==> config.mk <==
export PLATFORM = sky130hd
export DESIGN_NAME = fetch_unit
export DESIGN_NICKNAME = d
export VERILOG_FILES = /design/src/rtl/fetch_unit.sv
export SDC_FILE = /design/constraint.sdc
export NUM_CORES = 1
export LEC_CHECK = 0
export ABC_AREA = 1
export CORE_MARGIN = 2
export CORE_UTILIZATION = 49
export CTS_BUF_LIST = sky130_fd_sc_hd__clkbuf_4 sky130_fd_sc_hd__clkbuf_8 sky130_fd_sc_hd__clkbuf_16
export DETAILED_ROUTE_END_ITERATION = 10
export PLACE_DENSITY = 0.81
export RECOVER_POWER = 25
export SETUP_SLACK_MARGIN = 0.4
export SYNTH_ARGS = -nofsm -noshare
export SYNTH_HDL_FRONTEND = slang
export SYNTH_SLANG_ARGS = --single-unit
export TNS_END_PERCENT = 100
==> constraint.sdc <==
create_clock -name CLK -period 2.5 [get_ports CLK]
set_input_delay 0.5 -clock CLK [delete_from_list [all_inputs] [get_ports CLK]]
set_output_delay 0.5 -clock CLK [all_outputs]
set_load 0.01 [all_outputs]
### Track usage over the die, run 1

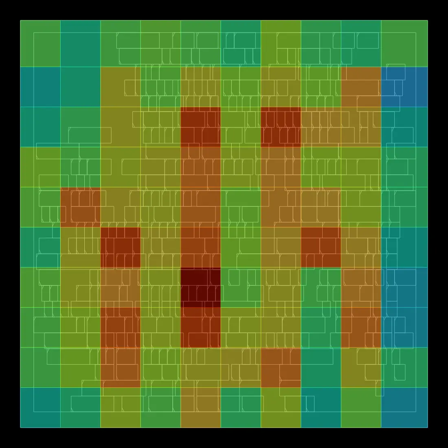
WL per Instance: 11.4 um
most used routing layer: met2
met2 GRT Util: 0.369
met1 usage in global routing: 0.278
GR Util All Layers: 0.214

### Nets reached from selected ports, run 1

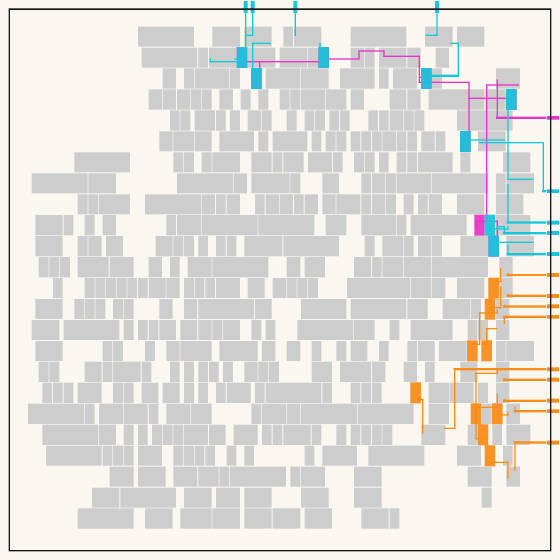
`op_o`: in orange, bits 9, direction output, end cells 9, buffers 9, wire 113 um. `target_i`: in cyan, bits 8, direction input, end cells 8, buffers 8, wire 106 um. `jump_bit_i`: in magenta, bits 1, direction input, end cells 8, buffers 2, wire 90.9 um.
IO buf count: 57
I/O pins: 58

### Cells by drive strength, run 1

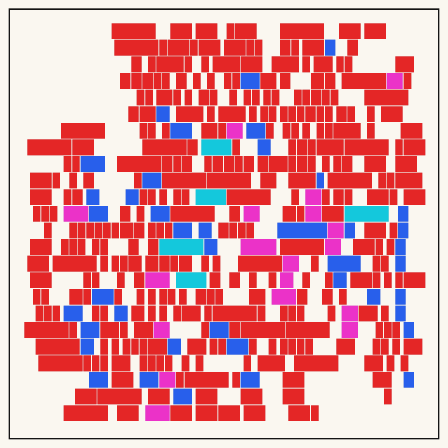
drive 2: in blue, cells 41. drive 3 to 4: in magenta, cells 18. drive 6 and up: in cyan, cells 5. drive 1 or less: in red, cells 341.
Non-clk bufs: 73
setup ws final: 0.410 ns

==> results.cfg, run 1 <==
; synthesis and place-and-route metrics
[synth]
aoi_share = 0.106
synth-main-ff-cell = dfxtp_1
simple_gate_share = 0.414
netlist_area_sq_um = 2140
mux_area_frac = 0

[die]
taps = 52
die_h_um = 70.1
dieWidth_um = 70.1

[cells_and_area]
seq_area_sq_um = 561
inverters = 48
nClkBuffers = 3
lay_top_count = nand2_1
comb-cell-share = 0.473
flops = 28
layout.nonclk_buf_frac = 0.230

[clock_network]
cts_hold_buf = 0

[outcome]
status = finished, final reports clean

[drt]
drt-initial-drc-count = 94
wl_met1_um = 2390
top_layer = met4

[sta]
fin_crit_ns = 2.09
drv_slew = 0

[setup_path]
crit_family = buffers and inverters

[power_and_ir_drop]
p_seq_w = 0.000469
p_per_area_nw_per_um2 = 342
p_sw_frac = 0.298

[global_routing]
grt_pass1_wl_um = 8820
grt_max_degree = 17
## Run 2: what changed since run 1
--- a/config.mk
+++ b/config.mk
@@ -7,10 +7,10 @@
 export LEC_CHECK = 0
 export ABC_AREA = 1
 export CORE_MARGIN = 2
-export CORE_UTILIZATION = 49
+export CORE_UTILIZATION = 44
 export CTS_BUF_LIST = sky130_fd_sc_hd__clkbuf_4 sky130_fd_sc_hd__clkbuf_8 sky130_fd_sc_hd__clkbuf_16
 export DETAILED_ROUTE_END_ITERATION = 10
-export PLACE_DENSITY = 0.81
+export PLACE_DENSITY = 0.77
 export RECOVER_POWER = 25
 export SETUP_SLACK_MARGIN = 0.4
 export SYNTH_ARGS = -nofsm -noshare
==> constraint.sdc (replaced) <==
create_clock -name CLK -period 1.81 [get_ports CLK]
set_input_delay 0.362 -clock CLK [delete_from_list [all_inputs] [get_ports CLK]]
set_output_delay 0.362 -clock CLK [all_outputs]
set_load 0.01 [all_outputs]
==> run 2 against run 1 <==
The flow now finishes with violations (negative setup slack). Cell area rose by 40%. Setup slack got worse by 0.55 ns. Clock skew rose by 0.011 ns. Area after synthesis did not move. Final cell count rose by 13%. Largest cell class unchanged. Worst hold slack improved by 0.023 ns. First-iteration DRC count rose to 2.7 times the previous value. Clock power rose by 71%. Flip-flop count did not move. Utilization rose by 19 points. Non-clock buffer count rose by 56. Combinational power rose to 2.9 times the previous value.
==> results.cfg, run 2 <==
; synthesis and place-and-route metrics
[outcome]
status = complete, but fails checks
violations = negative setup slack

[place]
numPortBuffers = 57
place_ws_ns = -0.548

[synth]
netlist_area_sq_um = 2140
synth-main-ff-cell = dfxtp_1
mux_area_frac = 0
aoi_share = 0.106
yosysUniqueCellTypes = 32

[cells_and_area]
largest_reg_flops = 16
seq_area_sq_um = 594
lay_top_count = nand2_1
layout.nonclk_buf_frac = 0.300
area_delta_synth_final_pct = 87.1
drive_above_1_share = 0.518
inverters = 48
final_cells = 517
nNonClkBuffers = 129
layout.nets = 496
flops = 28
comb-cell-share = 0.469

[power_and_ir_drop]
clockPowerShare = 0.232
p_sw_frac = 0.346
p_seq_w = 0.000658
p_per_area_nw_per_um2 = 455

[sta]
drv_slew = 0
finalSetupViolCount = 1
fin_ws_ns = -0.139
tightest_slew_ns = 0.443

[setup_path]
crit_chain = ha_4, inv_2, fa_2, nand3b_1, nand2_2, nand3_2, nand3b_1, nand3_2, a21oi_2
crit_family = simple AND/OR/NAND/NOR gates

[global_routing]
grt_max_degree = 18
antenna_found_initial = 0
grt_util_met1 = 0.333
grt_pass1_wl_um = 13100
busiest_layer = met2

[die]
pin_count = 58
taps = 54
die_h_um = 73.8

[clock_network]
clk_pin_slew_worst_paths_ns = 0.12
cts_tree = done

[drt]
drt-initial-drc-count = 255
top_layer = met4
### Track usage over the die, run 2

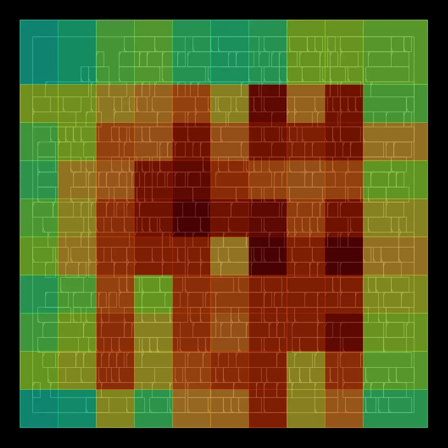
GR Util All Layers: 0.311
met2 GRT Util: 0.583

### Signal metal coverage by tile, run 2

Bar = 20 um. The die is cut into 15 by 15 equal tiles; dark purple is low, yellow is high, scaled to the fullest tile. Values are wire area over tile area, all layers added.
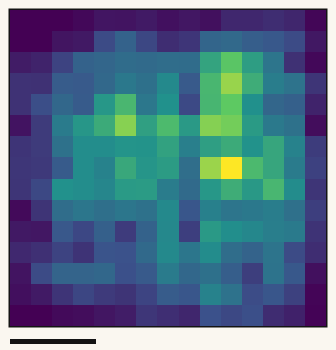
The mean over all tiles is 0.32. The densest ninth of the die: centre. 4.4% of the tiles are nearly empty. 19% of the tiles are over half the peak.
WL per Instance: 19.4 um
drt total wl: 10000 um
vias: 2987

### Cells coloured by class, run 2

Bar = 20 um.
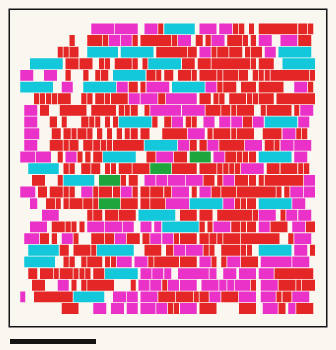
flip-flops: in cyan, cells 28, share of their area 15%. other buffers and delay cells: in magenta, cells 129, share of their area 31%. all other logic: in red, cells 302, share of their area 53%. clock drivers and dummy loads: in green, cells 4, share of their area 1.4%.
flop share of the area: 0.148
Final Util: 0.854
std cell rows: 25
post-route cell area: 4010 sq um
core area: 4690 sq um

Power is estimated from default activity; no workload was simulated.
